<file path="src/rtl/jtsdram_pkg.sv">
// Shared types and helpers for the SDRAM bank read checker.
// The pattern function is also used by the bank programmer, so the
// write and read sides of the harness always agree on the data.
package jtsdram_pkg;

    typedef enum logic [2:0] {
        IDLE,
        REQ,
        WAIT,
        CHK,
        DONE
    } state_e;

    localparam int ERR_W = 8;

    // Test word for one address: the key is replicated to 16 bits, mixed
    // with the reference word, then offset by the low address bits.
    function automatic logic [15:0] jtsdram_pattern(
        input logic [4:0]  key,
        input logic [15:0] data_ref,
        input logic [15:0] addr16
    );
        return ({key, key, key, key[4]} ^ data_ref) + addr16;
    endfunction

endpackage

</file>
<file path="src/rtl/jtsdram_bank_rd_if.sv">
// Read port between a bank checker (master) and its SDRAM controller port
// (slave): request/acknowledge for the address, strobe for the data.
interface jtsdram_bank_rd_if #(
    parameter int AW = 22
);
    logic [AW-1:0] ba_addr;
    logic          ba_rd;
    logic          ba_ack;
    logic          ba_rdy;
    logic [15:0]   din;

    modport master (
        output ba_addr,
        output ba_rd,
        input  ba_ack,
        input  ba_rdy,
        input  din
    );

    modport slave (
        input  ba_addr,
        input  ba_rd,
        output ba_ack,
        output ba_rdy,
        output din
    );
endinterface

</file>
<file path="src/rtl/jtsdram_bank_cmp.sv">
// Data capture and compare stage of the bank checker. Holds the word read
// from SDRAM, compares it against the expected pattern when told to, and
// keeps the sticky bad flag, a saturating error count and the address of
// the first mismatch in the current window.
module jtsdram_bank_cmp
    import jtsdram_pkg::*;
#(
    parameter int AW = 22
) (
    input  logic             clk,
    input  logic             rst_n,
    input  logic             clr,        // new window: clear flag and count
    input  logic             cap_en,     // latch din this cycle
    input  logic [15:0]      din,
    input  logic             chk_en,     // compare the latched word
    input  logic [15:0]      exp_word,
    input  logic [AW-1:0]    addr,       // address of the word being checked
    input  logic             fault,      // external abort marks the window bad
    output logic             bad,
    output logic [ERR_W-1:0] err_cnt,
    output logic [AW-1:0]    err_addr
);

    logic [15:0]      data_q, data_d;
    logic             bad_q, bad_d;
    logic [ERR_W-1:0] err_cnt_q, err_cnt_d;
    logic [AW-1:0]    err_addr_q, err_addr_d;

    // Next-state for the captured word and the error bookkeeping.
    always_comb begin
        data_d     = data_q;
        bad_d      = bad_q;
        err_cnt_d  = err_cnt_q;
        err_addr_d = err_addr_q;
        if (cap_en) begin
            data_d = din;
        end
        if (clr) begin
            bad_d     = 1'b0;
            err_cnt_d = '0;
        end else begin
            if (chk_en && (data_q != exp_word)) begin
                bad_d = 1'b1;
                if (err_cnt_q != '1) begin
                    err_cnt_d = err_cnt_q + 1'b1;
                end
                // Only the first failing address of a window is kept.
                if (err_cnt_q == '0) begin
                    err_addr_d = addr;
                end
            end
            if (fault) begin
                bad_d = 1'b1;
            end
        end
    end

    // Register stage, cleared asynchronously.
    always_ff @(posedge clk or negedge rst_n) begin
        if (!rst_n) begin
            data_q     <= '0;
            bad_q      <= 1'b0;
            err_cnt_q  <= '0;
            err_addr_q <= '0;
        end else begin
            data_q     <= data_d;
            bad_q      <= bad_d;
            err_cnt_q  <= err_cnt_d;
            err_addr_q <= err_addr_d;
        end
    end

    assign bad      = bad_q;
    assign err_cnt  = err_cnt_q;
    assign err_addr = err_addr_q;

endmodule

</file>
<file path="src/rtl/jtsdram_bank_rd.sv">
// Per-bank read checker. A start pulse walks a 2**CW word window of one
// bank, reading each word through the controller port and checking it
// against jtsdram_pattern(). done stays high from the end of a window until
// the next start.
// Optional feature macro: JTSDRAM_TIMEOUT_EN -- aborts a window when the
// controller does not answer within TOUT cycles and raises tout.
module jtsdram_bank_rd
    import jtsdram_pkg::*;
#(
    parameter int AW   = 22,
    parameter int CW   = 10,
    parameter int TOUT = 255
) (
    input  logic             clk,
    input  logic             rst_n,
    input  logic [4:0]       key,
    input  logic [15:0]      data_ref,
    input  logic             start,
    output logic             done,
    jtsdram_bank_rd_if.master ba,
    output logic             bad,
    output logic [ERR_W-1:0] err_cnt,
    output logic [AW-1:0]    err_addr,
    output logic             tout
);

    state_e        state_q, state_d;
    logic [CW-1:0] cnt_q, cnt_d;
    logic [AW-1:0] addr_q, addr_d;
    logic          rd_q, rd_d;
    logic          done_q, done_d;

    logic          clr, cap_en, chk_en, to_evt, tmr_hit;
    logic [AW-1:0] base;
    logic [15:0]   exp_word;

    // The key selects the top of the bank; the window starts there.
    assign base     = {key, {(AW-5){1'b0}}};
    // addr_q still holds the word under check while in CHK.
    assign exp_word = jtsdram_pattern(key, data_ref, addr_q[15:0]);

    // FSM next state, request/address generation and done flag.
    always_comb begin
        state_d = state_q;
        cnt_d   = cnt_q;
        addr_d  = addr_q;
        rd_d    = rd_q;
        done_d  = done_q;
        clr     = 1'b0;
        cap_en  = 1'b0;
        chk_en  = 1'b0;
        to_evt  = 1'b0;
        case (state_q)
            IDLE: begin
                if (start) begin
                    state_d = REQ;
                    clr     = 1'b1;
                    cnt_d   = '0;
                    addr_d  = base;
                    rd_d    = 1'b1;
                    done_d  = 1'b0;
                end
            end
            REQ: begin
                if (ba.ba_ack) begin
                    rd_d = 1'b0;
                    // Data arriving with the acknowledge is taken directly.
                    if (ba.ba_rdy) begin
                        cap_en  = 1'b1;
                        state_d = CHK;
                    end else begin
                        state_d = WAIT;
                    end
                end else if (tmr_hit) begin
                    rd_d    = 1'b0;
                    to_evt  = 1'b1;
                    state_d = DONE;
                end
            end
            WAIT: begin
                if (ba.ba_rdy) begin
                    cap_en  = 1'b1;
                    state_d = CHK;
                end else if (tmr_hit) begin
                    to_evt  = 1'b1;
                    state_d = DONE;
                end
            end
            CHK: begin
                chk_en = 1'b1;
                if (cnt_q == '1) begin
                    state_d = DONE;
                end else begin
                    cnt_d   = cnt_q + 1'b1;
                    addr_d  = base + {{(AW-CW){1'b0}}, cnt_q + 1'b1};
                    rd_d    = 1'b1;
                    state_d = REQ;
                end
            end
            DONE: begin
                done_d  = 1'b1;
                state_d = IDLE;
            end
            default: begin
                state_d = IDLE;
            end
        endcase
    end

    // FSM and bus registers; reset drops any pending request at once.
    always_ff @(posedge clk or negedge rst_n) begin
        if (!rst_n) begin
            state_q <= IDLE;
            cnt_q   <= '0;
            addr_q  <= '0;
            rd_q    <= 1'b0;
            done_q  <= 1'b0;
        end else begin
            state_q <= state_d;
            cnt_q   <= cnt_d;
            addr_q  <= addr_d;
            rd_q    <= rd_d;
            done_q  <= done_d;
        end
    end

`ifdef JTSDRAM_TIMEOUT_EN
    logic [7:0] tmr_q, tmr_d;
    logic       tout_q, tout_d;

    assign tmr_hit = (tmr_q == 8'(TOUT));

    // Watchdog restarts on every state change and only runs while the
    // controller owes us an acknowledge or data.
    always_comb begin
        tmr_d  = tmr_q;
        tout_d = tout_q;
        if (state_d != state_q) begin
            tmr_d = '0;
        end else if ((state_q == REQ) || (state_q == WAIT)) begin
            tmr_d = tmr_q + 8'd1;
        end
        if (clr) begin
            tout_d = 1'b0;
        end else if (to_evt) begin
            tout_d = 1'b1;
        end
    end

    // Watchdog registers.
    always_ff @(posedge clk or negedge rst_n) begin
        if (!rst_n) begin
            tmr_q  <= '0;
            tout_q <= 1'b0;
        end else begin
            tmr_q  <= tmr_d;
            tout_q <= tout_d;
        end
    end

    assign tout = tout_q;
`else
    // Without the watchdog the checker waits for the controller forever.
    assign tmr_hit = 1'b0;
    assign tout    = 1'b0;
`endif

    jtsdram_bank_cmp #(
        .AW(AW)
    ) u_cmp (
        .clk      (clk),
        .rst_n    (rst_n),
        .clr      (clr),
        .cap_en   (cap_en),
        .din      (ba.din),
        .chk_en   (chk_en),
        .exp_word (exp_word),
        .addr     (addr_q),
        .fault    (to_evt),
        .bad      (bad),
        .err_cnt  (err_cnt),
        .err_addr (err_addr)
    );

    assign ba.ba_addr = addr_q;
    assign ba.ba_rd   = rd_q;
    assign done       = done_q;

endmodule

</file>
<file path="src/flat_wrapper.sv">
// flat-port wrapper written by rule: the top's interface ports become plain ports
module jtsdram_bank_rd_flat import jtsdram_pkg::*;
#(
    parameter int AW   = 22,
    parameter int CW   = 10,
    parameter int TOUT = 255
)
  (clk, rst_n, key, data_ref, start, done, bad, err_cnt, err_addr, tout, ba_ba_addr, ba_ba_rd, ba_ba_ack, ba_ba_rdy, ba_din);
  jtsdram_bank_rd_if #(.AW(AW)) ba_i ();
  input  logic clk;
  input  logic rst_n;
  input  logic [4:0] key;
  input  logic [15:0] data_ref;
  input  logic start;
  output logic done;
  output logic bad;
  output logic [ERR_W-1:0] err_cnt;
  output logic [AW-1:0] err_addr;
  output logic tout;
  output wire logic [$bits(ba_i.ba_addr)-1:0] ba_ba_addr;
  output wire logic [$bits(ba_i.ba_rd)-1:0] ba_ba_rd;
  input wire logic [$bits(ba_i.ba_ack)-1:0] ba_ba_ack;
  input wire logic [$bits(ba_i.ba_rdy)-1:0] ba_ba_rdy;
  input wire logic [$bits(ba_i.din)-1:0] ba_din;
  assign ba_ba_addr = ba_i.ba_addr;
  assign ba_ba_rd = ba_i.ba_rd;
  assign ba_i.ba_ack = ba_ba_ack;
  assign ba_i.ba_rdy = ba_ba_rdy;
  assign ba_i.din = ba_din;
  jtsdram_bank_rd #(.AW(AW), .CW(CW), .TOUT(TOUT)) u_core (.clk(clk), .rst_n(rst_n), .key(key), .data_ref(data_ref), .start(start), .done(done), .ba(ba_i), .bad(bad), .err_cnt(err_cnt), .err_addr(err_addr), .tout(tout));
endmodule
</file>
<file path="config.mk">
export PLATFORM = sky130hd
export DESIGN_NAME = jtsdram_bank_rd_flat
export DESIGN_NICKNAME = d
export VERILOG_FILES = /design/src/rtl/jtsdram_pkg.sv /design/src/rtl/jtsdram_bank_rd_if.sv /design/src/rtl/jtsdram_bank_cmp.sv /design/src/rtl/jtsdram_bank_rd.sv /design/src/flat_wrapper.sv
export SDC_FILE = /design/constraint.sdc
export NUM_CORES = 1
export LEC_CHECK = 0
export CAP_MARGIN = 15
export CORE_MARGIN = 2
export CORE_UTILIZATION = 30
export CTS_CLUSTER_DIAMETER = 60
export DETAILED_ROUTE_END_ITERATION = 6
export GPL_TIMING_DRIVEN = 0
export PLACE_DENSITY_LB_ADDON = 0.15
export SYNTH_ARGS = -nofsm -noshare
export SYNTH_HDL_FRONTEND = slang
export SYNTH_HIERARCHICAL = 1
export SYNTH_SLANG_ARGS = --single-unit
</file>
<file path="constraint.sdc">
create_clock -name clk -period 4.4 [get_ports clk]
set_clock_uncertainty 0.05 [all_clocks]
set_input_delay 0.66 -clock clk [delete_from_list [all_inputs] [get_ports clk]]
set_output_delay 0.66 -clock clk [all_outputs]
set_load 0.1 [all_outputs]
</file>
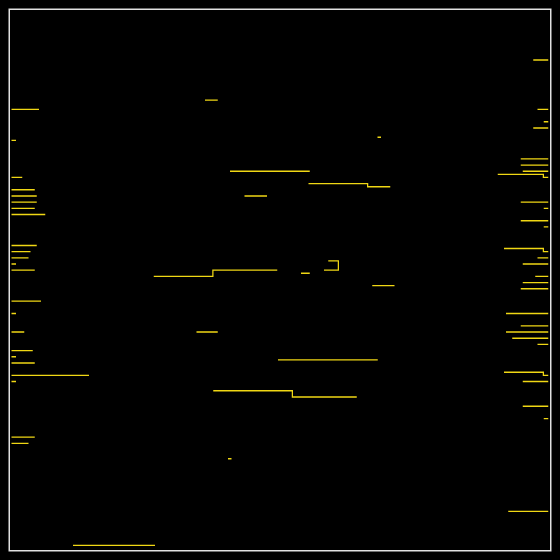
**Above:** the metal 3 layer.
58 nets have wire on it. The wires run mostly horizontal. The layer holds 4.3% of the routed length. The longest straight run is 21.6 um.

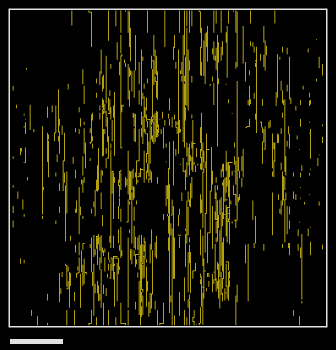
**Above:** signal wires on met2.
Bar = 20 um.
The wires run mostly vertical. 446 nets have wire on it. The longest straight run is 52.2 um.

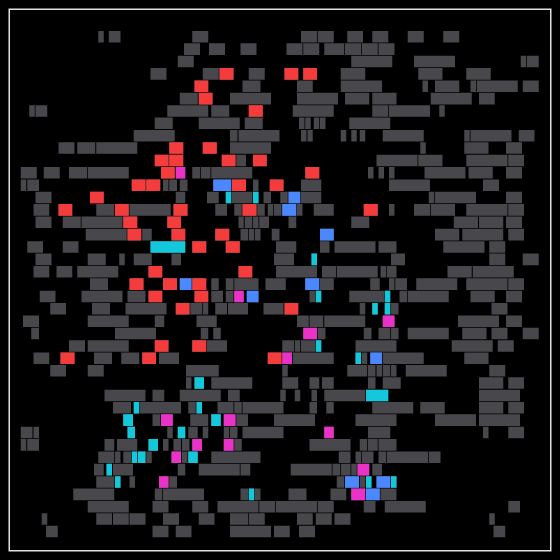
**Above:** selected gate families.
Key: red = xor and xnor cells [cells 45, most used xnor2_1]; cyan = nor cells [cells 27, most used nor2_1]; blue = non-inverting ao/oa cells [cells 11]; magenta = and/or cells [cells 14, most used and3_1]

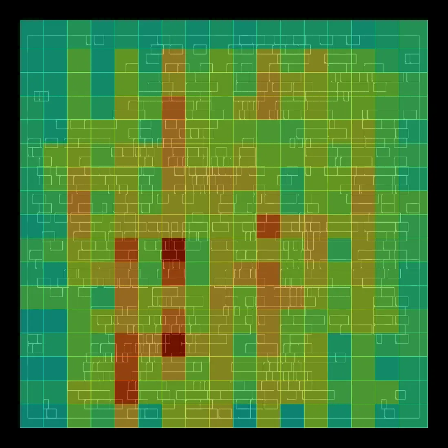
**Above:** track usage over the die.
global router's overall resource usage: 13.9%
met2 Use GR: 21.6%

==> flow_metrics.tcl <==
# place-and-route summary
set metrics [dict create \
    outcome "finished clean" \
    ys_top_logic_family "simple AND/OR/NAND/NOR gates" \
    comb_area_um2 2170 \
    nClkBuffers 11 \
    cp_slowest_cell "clkdlybuf4s50_1" \
    largest_reg_flops 22 \
    maxCapViolCount 0 \
    seq_share_pct 31.0 \
    r2r_slack_ns 0.71 \
    hold_viol_final 0 \
    buffer_area_share_pct 19.1 \
    max_freq_mhz 243 \
    simple_gate_area_share_pct 14.1 \
    finalCritPeriodShare_pct 93.5 \
    placed_area_um2 5100 \
    die_y_um 119 \
    path_cells "clkdlybuf4s50_1 > xor2_1 > ha_1 > clkbuf_1 > a21oi_1 > o22ai_1 > a311o_2 > nand4_1 > xnor2_1 > xnor2_1 > nand4_1 > nor4_4 > nor2_2 > buf_6 > mux2_4" \
    core_area_um2 12700 \
    pwr-share-comb_pct 56.9 \
    antenna_found_initial 0 \
    p_sw_share_pct 49.0 \
    lay_top_cells "clkdlybuf4s50_1, dfrtp_1, nand2_1" \
    crit_start "key[2]" \
    reg2reg_to "u_core/u_cmp/err_addr[18]$_DFFE_PN0P_" \
]
Power figures rest on the tool's default switching activity, not on a simulated workload.
